**Run 1: M2 wires**

Scale: 6 px per um.
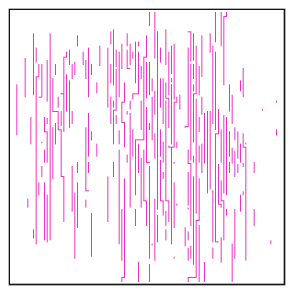
**Run 1: signal wires by layer**

Scale: 8 px per um.
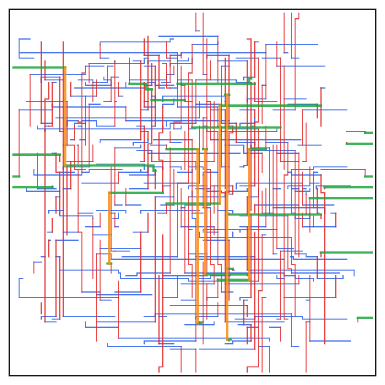
**Run 1: the clock network**

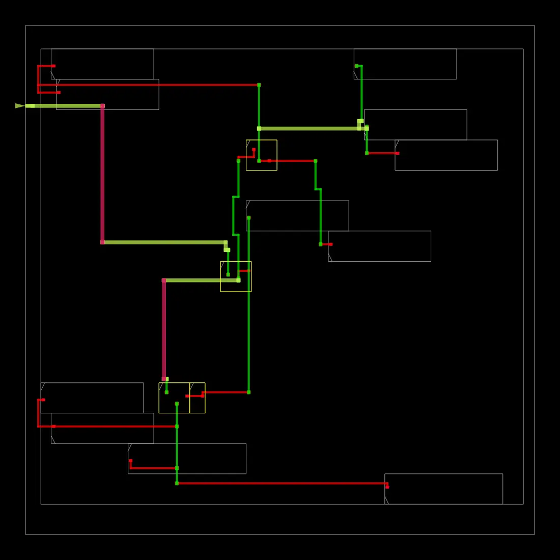
<file path="config.mk">
export PLATFORM = sky130hd
export DESIGN_NAME = color_seq_fsm
export DESIGN_NICKNAME = d
export VERILOG_FILES = /design/src/rtl/color_seq_pkg.sv /design/src/rtl/color_seq_fsm_dwell_timer.sv /design/src/rtl/color_seq_fsm.sv
export SDC_FILE = /design/constraint.sdc
export NUM_CORES = 1
export LEC_CHECK = 0
export ABC_AREA = 1
export CAP_MARGIN = 20
export CORE_UTILIZATION = 48
export DETAILED_ROUTE_END_ITERATION = 12
export GPL_ROUTABILITY_DRIVEN = 0
export PLACE_DENSITY = 0.78
export SETUP_SLACK_MARGIN = 0.1
export SLEW_MARGIN = 0
export SYNTH_ARGS = -nofsm -noshare
export SYNTH_HDL_FRONTEND = slang
export SYNTH_SLANG_ARGS = --single-unit
</file>
<file path="constraint.sdc">
create_clock -name clk -period 2.4 [get_ports clk]
set_input_delay 0.6 -clock clk [delete_from_list [all_inputs] [get_ports clk]]
set_output_delay 0.6 -clock clk [all_outputs]
set_load 0.05 [all_outputs]
</file>
<file path="src/rtl/color_seq_pkg.sv">
// ============================================================================
//  Module      : color_seq_pkg
//  Description : Shared state/command encodings and output codes for the
//                colour sequencer.
//  Revision    : 1.0 - initial release
// ============================================================================
`default_nettype none

package color_seq_pkg;

  typedef enum logic [1:0] {
    RED    = 2'd0,
    GREEN  = 2'd1,
    YELLOW = 2'd2,
    FAULT  = 2'd3
  } color_state_t;

  typedef enum logic [1:0] {
    NOP         = 2'd0,
    ADVANCE     = 2'd1,
    HOLD_TOGGLE = 2'd2,
    FORCE_RED   = 2'd3
  } color_cmd_t;

  localparam logic [3:0] c_OUT_RED    = 4'h1;
  localparam logic [3:0] c_OUT_GREEN  = 4'h2;
  localparam logic [3:0] c_OUT_YELLOW = 4'h4;

  function automatic color_state_t next_color(input color_state_t s);
    case (s)
      RED:     next_color = GREEN;
      GREEN:   next_color = YELLOW;
      default: next_color = RED;
    endcase
  endfunction

endpackage

`default_nettype wire

</file>
<file path="src/rtl/color_seq_fsm_dwell_timer.sv">
// ============================================================================
//  Module      : dwell_timer
//  Description : Saturating dwell counter with synchronous clear and a
//                limit comparator.
//  Revision    : 1.0 - initial release
// ============================================================================
`default_nettype none

module dwell_timer #(
  parameter int CNT_WIDTH = 8
) (
  input  logic                 clk,
  input  logic                 rst_n,
  input  logic                 clr,
  input  logic [CNT_WIDTH-1:0] limit,
  output logic [CNT_WIDTH-1:0] cnt,
  output logic                 expire
);

  logic [CNT_WIDTH-1:0] r_cnt;

  always_ff @(posedge clk or negedge rst_n) begin
    if (!rst_n) begin
      r_cnt <= '0;
    end else if (clr) begin
      r_cnt <= '0;
    end else if (r_cnt != {CNT_WIDTH{1'b1}}) begin
      r_cnt <= r_cnt + CNT_WIDTH'(1);
    end
  end

  // >= rather than == so an overrun (e.g. after hold) still expires
  assign expire = (r_cnt >= (limit - CNT_WIDTH'(1)));
  assign cnt    = r_cnt;

endmodule

`default_nettype wire

</file>
<file path="src/rtl/color_seq_fsm.sv">
// ============================================================================
//  Module      : color_seq_fsm
//  Description : RED->GREEN->YELLOW Moore sequencer with dwell timing,
//                valid/ready command port, hold mode and sticky FAULT.
//  Revision    : 1.0 - initial release
// ============================================================================
`default_nettype none

module color_seq_fsm
  import color_seq_pkg::*;
#(
  parameter int CMD_WIDTH    = 2,
  parameter int OUT_WIDTH    = 4,
  parameter int CNT_WIDTH    = 8,
  parameter int RED_DWELL    = 8,
  parameter int GREEN_DWELL  = 6,
  parameter int YELLOW_DWELL = 2,
  parameter bit AUTO_MODE    = 1'b1
) (
  input  logic                 clk,
  input  logic                 rst_n,
  input  logic [CMD_WIDTH-1:0] cmd,
  input  logic                 cmd_valid,
  output logic                 cmd_ready,
  input  logic                 fault_clr,
  output logic [OUT_WIDTH-1:0] out,
  output logic [1:0]           state_o,
  output logic [CNT_WIDTH-1:0] dwell_cnt,
  output logic                 hold_o,
  output logic                 fault
);

  color_state_t         r_state;
  color_state_t         w_next;
  logic                 r_hold;
  logic                 w_hold_next;
  logic                 w_accept;
  logic                 w_illegal;
  logic                 w_restart;
  logic                 w_at_limit;
  logic                 w_expire;
  logic [CNT_WIDTH-1:0] w_limit;
  color_cmd_t           w_cmd;

  assign w_cmd    = color_cmd_t'(cmd[1:0]);
  assign w_accept = cmd_valid && cmd_ready;

  generate
    if (CMD_WIDTH > 2) begin : g_illegal_wide
      assign w_illegal = |cmd[CMD_WIDTH-1:2];
    end else begin : g_illegal_none
      assign w_illegal = 1'b0;
    end
  endgenerate

  always_comb begin
    w_limit = CNT_WIDTH'(RED_DWELL);
    case (r_state)
      GREEN:   w_limit = CNT_WIDTH'(GREEN_DWELL);
      YELLOW:  w_limit = CNT_WIDTH'(YELLOW_DWELL);
      default: w_limit = CNT_WIDTH'(RED_DWELL);
    endcase
  end

  dwell_timer #(
    .CNT_WIDTH (CNT_WIDTH)
  ) u_dwell_timer (
    .clk    (clk),
    .rst_n  (rst_n),
    .clr    (w_restart),
    .limit  (w_limit),
    .cnt    (dwell_cnt),
    .expire (w_at_limit)
  );

  // Expiry is judged on the current hold value, even when a toggle is accepted
  assign w_expire = AUTO_MODE && !r_hold && w_at_limit;

  always_ff @(posedge clk or negedge rst_n) begin
    if (!rst_n) begin
      r_state <= RED;
      r_hold  <= 1'b0;
    end else begin
      r_state <= w_next;
      r_hold  <= w_hold_next;
    end
  end

  always_comb begin
    w_next      = r_state;
    w_hold_next = r_hold;
    w_restart   = 1'b0;
    case (r_state)
      FAULT: begin
        if (fault_clr) w_next = RED;
      end
      RED, GREEN, YELLOW: begin
        if (w_accept && w_illegal) begin
          w_next      = FAULT;
          w_hold_next = 1'b0;
        end else if (w_accept && w_cmd == FORCE_RED) begin
          w_next    = RED;
          w_restart = 1'b1;
        end else if ((w_accept && w_cmd == ADVANCE) || w_expire) begin
          w_next = next_color(r_state);
        end
        if (w_accept && !w_illegal && w_cmd == HOLD_TOGGLE) w_hold_next = !r_hold;
      end
      default: begin
        w_next      = FAULT;
        w_hold_next = 1'b0;
      end
    endcase
    if (w_next != r_state) w_restart = 1'b1;
  end

  always_comb begin
    out = OUT_WIDTH'(c_OUT_RED);
    case (r_state)
      GREEN:   out = OUT_WIDTH'(c_OUT_GREEN);
      YELLOW:  out = OUT_WIDTH'(c_OUT_YELLOW);
      FAULT:   out = '1;
      default: out = OUT_WIDTH'(c_OUT_RED);
    endcase
  end

  assign state_o   = r_state;
  assign fault     = (r_state == FAULT);
  assign cmd_ready = (r_state != FAULT);
  assign hold_o    = r_hold;

endmodule

`default_nettype wire
</file>
==> reports/qor.csv, run 1 <==
stage;metric;value;unit
outcome;status;complete, no violations;
grt;met1 Usage GRT;0.283;
worst_setup_path;crit end category;flop;
cells_and_area;final core utilization;0.796;
worst_setup_path;CP top delay family;simple AND/OR/NAND/NOR gates;
clocking;htree depth;1;
pwr;Logic pwr share;0.766;
pwr;worst vdd ir;1.15;mV
synthesis;Top non-seq family;simple AND/OR/NAND/NOR gates;
cells_and_area;Non-clk bufs;33;
pwr;PD cells;1360;mW/mm^2
worst_setup_path;flop2flop setup slack;0.1;ns
route;M1 WL;1030;um
place;Post-Place Cells;160;
route;Iter 0 DRT Violations;20;
pwr;Logic power comb;1.46;mW
place;DPL Wire Length;1560;um
hold_path;worst hold start;hold_o;
clocking;total CTS buffers;3;
worst_setup_path;critical path's most frequent cell;nand2_2;
sta;Tightest Pin Transition;0.567;ns
synthesis;Basic Gates by Area;0.351;
synthesis;most frequent cell after synthesis;nand2_1;
sta;max-slew violations;0;
grt;initial antenna violation count;0;
place;Area after DPL;0.00124;mm^2
flow_run;maximum capacitance violations;0;
worst_setup_path;CP Launch Point;state_o[0];
cells_and_area;fin cells;173;
sta;final setup fails;0;
pwr;seq pwr;0.311;mW
synthesis;post-synthesis cell count;113;
clocking;Clock Tree Buf Depth;2;
pwr;switching pwr;1.02;mW
cells_and_area;Post-layout nets;166;
synthesis;# Cells Yosys;113;
cells_and_area;Comb area share;0.463;
synthesis;Synth Warn #;0;
pwr;Max power group;combinational cells;
Back to the opening pictures, 'M2 wires':
The wires run mostly vertical. The layer carries 1230 um of wire. 135 nets have wire on it.
post-detailed-routing wire length: 2520 um
vias post-DR: 893

Back to the opening pictures, 'signal wires by layer':
Key: blue = met1 [wire length 1030 um]; green = met3 [wire length 140 um]; red = met2 [wire length 1230 um]; orange = met4 [wire length 118 um]

Back to the opening pictures, 'the clock network':
P_clk: 0.136 mW
worst-skew pair later-pin latency: 0.28 ns
CLK BUF: 4
Max Clock Skew: 0.00310 ns

==> run 1 -> run 2 <==
- CTS_CLUSTER_SIZE: unset -> 30
**Run 2: M3 wires**

Scale: 6 px per um. Cells faint in the background.
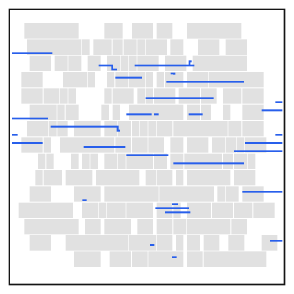
The wires run mostly horizontal. The longest straight run is 12.6 um. The layer carries 140 um of wire.
M3 GR Usage: 0.0357

==> run 2 against run 1 <==
  * Flip-flop count stayed put
  * Clock skew stayed put
  * Clock power hardly changed
  * Core utilization stayed put
  * Non-clock buffer count stayed put
  * Critical path depth stayed put
  * Sequential power hardly changed
==> reports/qor.csv, run 2 <==
stage;metric;value;unit;change
cells_and_area;MI comb area;651;um^2;
cells_and_area;max FFs per register;8;;
cells_and_area;most instantiated logic cells after routing;clkdlybuf4s50_1 (15), inv_1 (14), nand2_1 (14), buf_4 (14), nand2_2 (13);;
cells_and_area;Comb area share;0.463;;unchanged
pwr;P_clk;0.136;mW;about the same
cells_and_area;Signal inverters;19;;
cells_and_area;area grow syn2layout;53.7;%;
route;vias post-DR;893;;unchanged
route;Vias/cell;5.16;;
synthesis;# Cells Yosys;113;;unchanged
cells_and_area;final core utilization;0.796;;unchanged
synthesis;most frequent cell after synthesis;nand2_1;;
sta;final setup fails;0;;unchanged
grt;initial antenna violation count;0;;unchanged
pwr;Logic pwr share;0.766;;about the same
synthesis;Basic Gates by Area;0.351;;unchanged
synthesis;Mean Syn Cell Area;8.08;um^2;
route;drt wl/cell;14.6;um;
flow_run;maximum capacitance violations;0;;unchanged
pwr;seq pwr;0.311;mW;about the same
place;PortBufs;22;;
cells_and_area;dominant kind of cell;multi-input combinational cells;;
cells_and_area;CLK BUF;4;;unchanged
worst_setup_path;Crit path largest cell delay;0.50;ns;
worst_setup_path;CP top delay family;simple AND/OR/NAND/NOR gates;;
outcome;status;complete, no violations;;
sta;Max Clock Skew;0.00310;ns;unchanged
worst_setup_path;CP Depth;17;;
grt;total gr overflow;0;;
die;fp_density;0.518;;
worst_setup_path;Critical path buffers and inverters;3;;
grt;met1 Usage GRT;0.283;;unchanged
cells_and_area;Post-layout nets;166;;unchanged
clocking;Root Buffer;clkbuf_4;;
hold_path;worst hold start;hold_o;;
pwr;switching pwr;1.02;mW;unchanged
worst_setup_path;critical path's most frequent cell;nand2_2;;
sta;max-slew violations;0;;unchanged
clocking;worst-skew pair later-pin latency;0.28;ns;about the same
synthesis;post-synthesis cell count;113;;unchanged
worst_setup_path;flop2flop setup slack;0.1;ns;about the same
clocking;htree depth;1;;unchanged
clocking;Post-CTS Resized;0;;
synthesis;Top non-seq family;simple AND/OR/NAND/NOR gates;;
worst_setup_path;crit end category;flop;;
worst_setup_path;Max FO, Critical Path;8;;
cells_and_area;clk cell area share;0.0187;;
worst_setup_path;Setup crit end;u_dwell_timer.cnt[6];;
pwr;worst vdd ir;1.15;mV;unchanged
die;die y size;45.6;um;
pwr;Logic power comb;1.46;mW;about the same
pwr;internal power;0.891;mW;
place;Area after DPL;0.00124;mm^2;unchanged
synthesis;area fraction in mux cells;0;;
synthesis;Post-Synth AOI/OAI Area;0.0575;;
synthesis;Synth Warn #;0;;unchanged
place;Post-Place Cells;160;;unchanged
clocking;Clock Tree Buf Depth;2;;unchanged
pwr;Max power group;combinational cells;;
synthesis;distinct lib cells;23;;
route;M1 WL;1030;um;unchanged
pwr;PD cells;1360;mW/mm^2;unchanged
synthesis;Post-synth top cells;nand2_1 (23), inv_1 (18), dfrtp_1 (11), ha_1 (11), nand3_1 (9);;
worst_setup_path;CP Launch Point;state_o[0];;
worst_setup_path;CP max stage cell;dfrtp_4;;
clocking;total CTS buffers;3;;unchanged
cells_and_area;fin cells;173;;unchanged
cells_and_area;Non-clk bufs;33;;unchanged
sta;Tightest Pin Transition;0.567;ns;unchanged
route;post-detailed-routing wire length;2520;um;unchanged
clocking;TritonCTS clock tree;done;;
pwr;Switching Share;0.533;;
cells_and_area;FF/Latch Area;283;um^2;
cells_and_area;buffering overhead;0.234;;
worst_setup_path;CP Launch Type;flop;;
place;DPL Wire Length;1560;um;unchanged
synthesis;adder share;0.151;;
route;Iter 0 DRT Violations;20;;unchanged
die;Die W;45.6;um;
**Run 2: M2 wires**

Scale: 6 px per um.
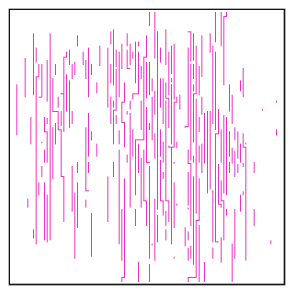
The layer holds 49% of the routed length. The wires run mostly vertical.

**Run 2: signal wires by layer**

Scale: 8 px per um.
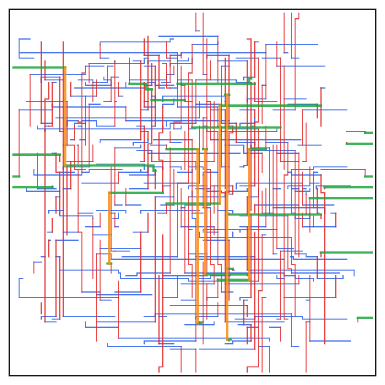

==> run 2 -> run 3 <==
- CORE_UTILIZATION: 48 -> 51
- PLACE_DENSITY: 0.78 -> 0.79
- SYNTH_HIERARCHICAL: unset -> 1
**Run 3: signal wires by layer**

Scale: 8 px per um.
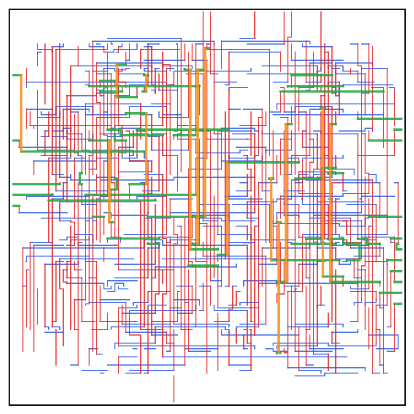
Key: blue = met1 [wire length 1440 um]; red = met2 [wire length 2080 um]; orange = met4 [wire length 199 um]; green = met3 [wire length 247 um]
vias post-DR: 1362
drt wl/cell: 16.3 um

**Run 3: the clock network**

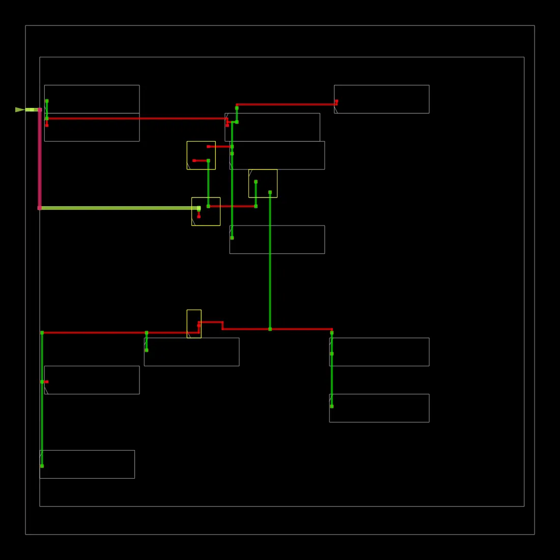
P_clk: 0.129 mW
clock sink total: 11
worst-skew pair later-pin latency: 0.27 ns
Max Clock Skew: 0.00749 ns

==> run 3 against run 2 <==
  * The flow now finishes with violations (setup timing)
  * Sequential share of layout area fell by 5.3 points
  * Via count is 53% higher
  * Core utilization increased by 12 points
  * Clock skew is 0.0044 ns higher
  * Total power up 26%
  * Clock power down 5%
  * First-iteration DRC count up 15%
  * Final cell count grew 40%
  * Wire length rose by 57%
  * Register-to-register slack lost 0.81 ns
  * Count of clock-buffer cells in the layout unchanged
  * Critical path depth up 8
  * Critical path type unchanged
  * Largest power group unchanged
==> reports/qor.csv, run 3 <==
stage;metric;value;unit;change
pwr;Logic power comb;1.96;mW;+34%
worst_setup_path;Max FO, Critical Path;4;;-4
cells_and_area;fin cells;243;;+40%
synthesis;area fraction in mux cells;0;;unchanged
sta;max-slew violations;0;;unchanged
place;PortBufs;22;;unchanged
synthesis;adder share;0.164;;+0.0138
pwr;Logic pwr share;0.816;;+0.050
cells_and_area;CLK BUF;4;;unchanged
synthesis;Post-synth top cells;nand2_1 (33), inv_1 (21), nand3_1 (20);;
cells_and_area;max FFs per register;8;;unchanged
synthesis;# Cells Yosys;161;;+42%
pwr;internal power;1.13;mW;+27%
synthesis;Post-synth regs;11;;
pwr;switching pwr;1.27;mW;+25%
cells_and_area;dominant kind of cell;multi-input combinational cells;;
cells_and_area;Non-clk bufs;44;;+33%
place;Post-Place Cells;229;;+43%
place;DPL Wire Length;2110;um;+35%
synthesis;Post-Synth AOI/OAI Area;0.0669;;+0.00935
outcome;status;finished with violations;;
worst_setup_path;CP Launch Point;state_o[0];;
grt;total gr overflow;0;;unchanged
cells_and_area;Ant. Diodes;0;;
grt;M2 GR Usage;0.527;;
sta;final worst setup slack;-0.714;ns;
pwr;PD cells;1290;mW/mm^2;-5.3%
grt;initial antenna violation count;0;;unchanged
synthesis;distinct lib cells;25;;+8.7%
pwr;Max power group;combinational cells;;
place;Area after DPL;0.00155;mm^2;+25%
synthesis;Top non-seq family;simple AND/OR/NAND/NOR gates;;
synthesis;Synth Warn #;6;;+6
cells_and_area;FF/Latch Area;278;um^2;-1.8%
synthesis;Mean Syn Cell Area;7.09;um^2;-12%
sta;Tightest Pin Transition;0.570;ns;+0.00286 ns
clocking;Clock Tree Buf Depth;2;;unchanged
die;die y size;49.3;um;+8.1%
grt;M3 GR Usage;0.0436;;+0.00790
pwr;worst vdd ir;1.30;mV;+13%
synthesis;yosys stat area;0.00114;mm^2;
worst_setup_path;Crit path largest cell delay;0.41;ns;-0.09 ns
die;Die W;49.3;um;+8.1%
grt;met1 Usage GRT;0.294;;+0.0108
worst_setup_path;CP max stage cell;dfrtp_2;;
sta;final setup fails;10;;+10
pwr;Switching Share;0.529;;-0.00341
cells_and_area;most instantiated logic cells after routing;nand2_1 (26), buf_4 (20), inv_1 (16), clkdlybuf4s50_1 (16), nand3_1 (11);;
die;fp_density;0.559;;+0.0411
cells_and_area;Comb area share;0.531;;+0.0677
worst_setup_path;crit end category;flop;;
worst_setup_path;critical path's most frequent cell;nand2_1;;
flow_run;maximum capacitance violations;0;;unchanged
worst_setup_path;CP top delay family;simple AND/OR/NAND/NOR gates;;
route;Vias/cell;5.60;;+8.6%
clocking;TritonCTS clock tree;done;;
worst_setup_path;CP Depth;25;;+8
clocking;Post-CTS Resized;27;;+27
cells_and_area;area grow syn2layout;63.7;%;
outcome;violated checks;setup timing;;
pwr;seq pwr;0.313;mW;about the same
clocking;htree depth;1;;unchanged
synthesis;most frequent cell after synthesis;nand2_1;;
worst_setup_path;Setup crit end;u_dwell_timer/cnt[5];;
cells_and_area;final core utilization;0.915;;+0.119
route;M1 WL;1440;um;+40%
clocking;Root Buffer;clkbuf_4;;
sta;min Tclk post-route;3.11;ns;
hold_path;min-delay worst type;flop to flop;;
route;Iter 0 DRT Violations;23;;+15%
route;post-detailed-routing wire length;3960;um;+57%
cells_and_area;Post-layout nets;238;;+43%
synthesis;post-synthesis cell count;161;;+42%
grt;grt peak-use layer;met2;;
worst_setup_path;CP Launch Type;flop;;
synthesis;Basic Gates by Area;0.365;;+0.0144
worst_setup_path;Critical path buffers and inverters;6;;+3
clocking;total CTS buffers;3;;unchanged
sta;Max Clock Freq;321;MHz;

==> layout pictures side by side <==
Supply network.
Scale: 8 px per um. Pins as bars on the die edge. Tap cells in gray.
Plate I
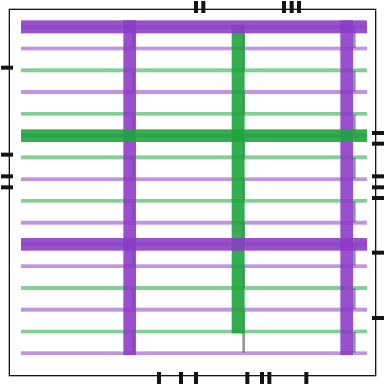
Plate II
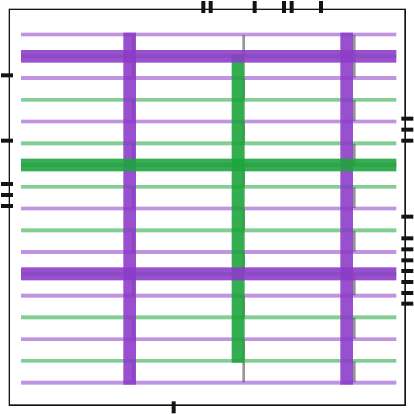
Plate I -> run 2
Plate II -> run 3

No activity file was given, so power comes from the tool's default toggle rates.
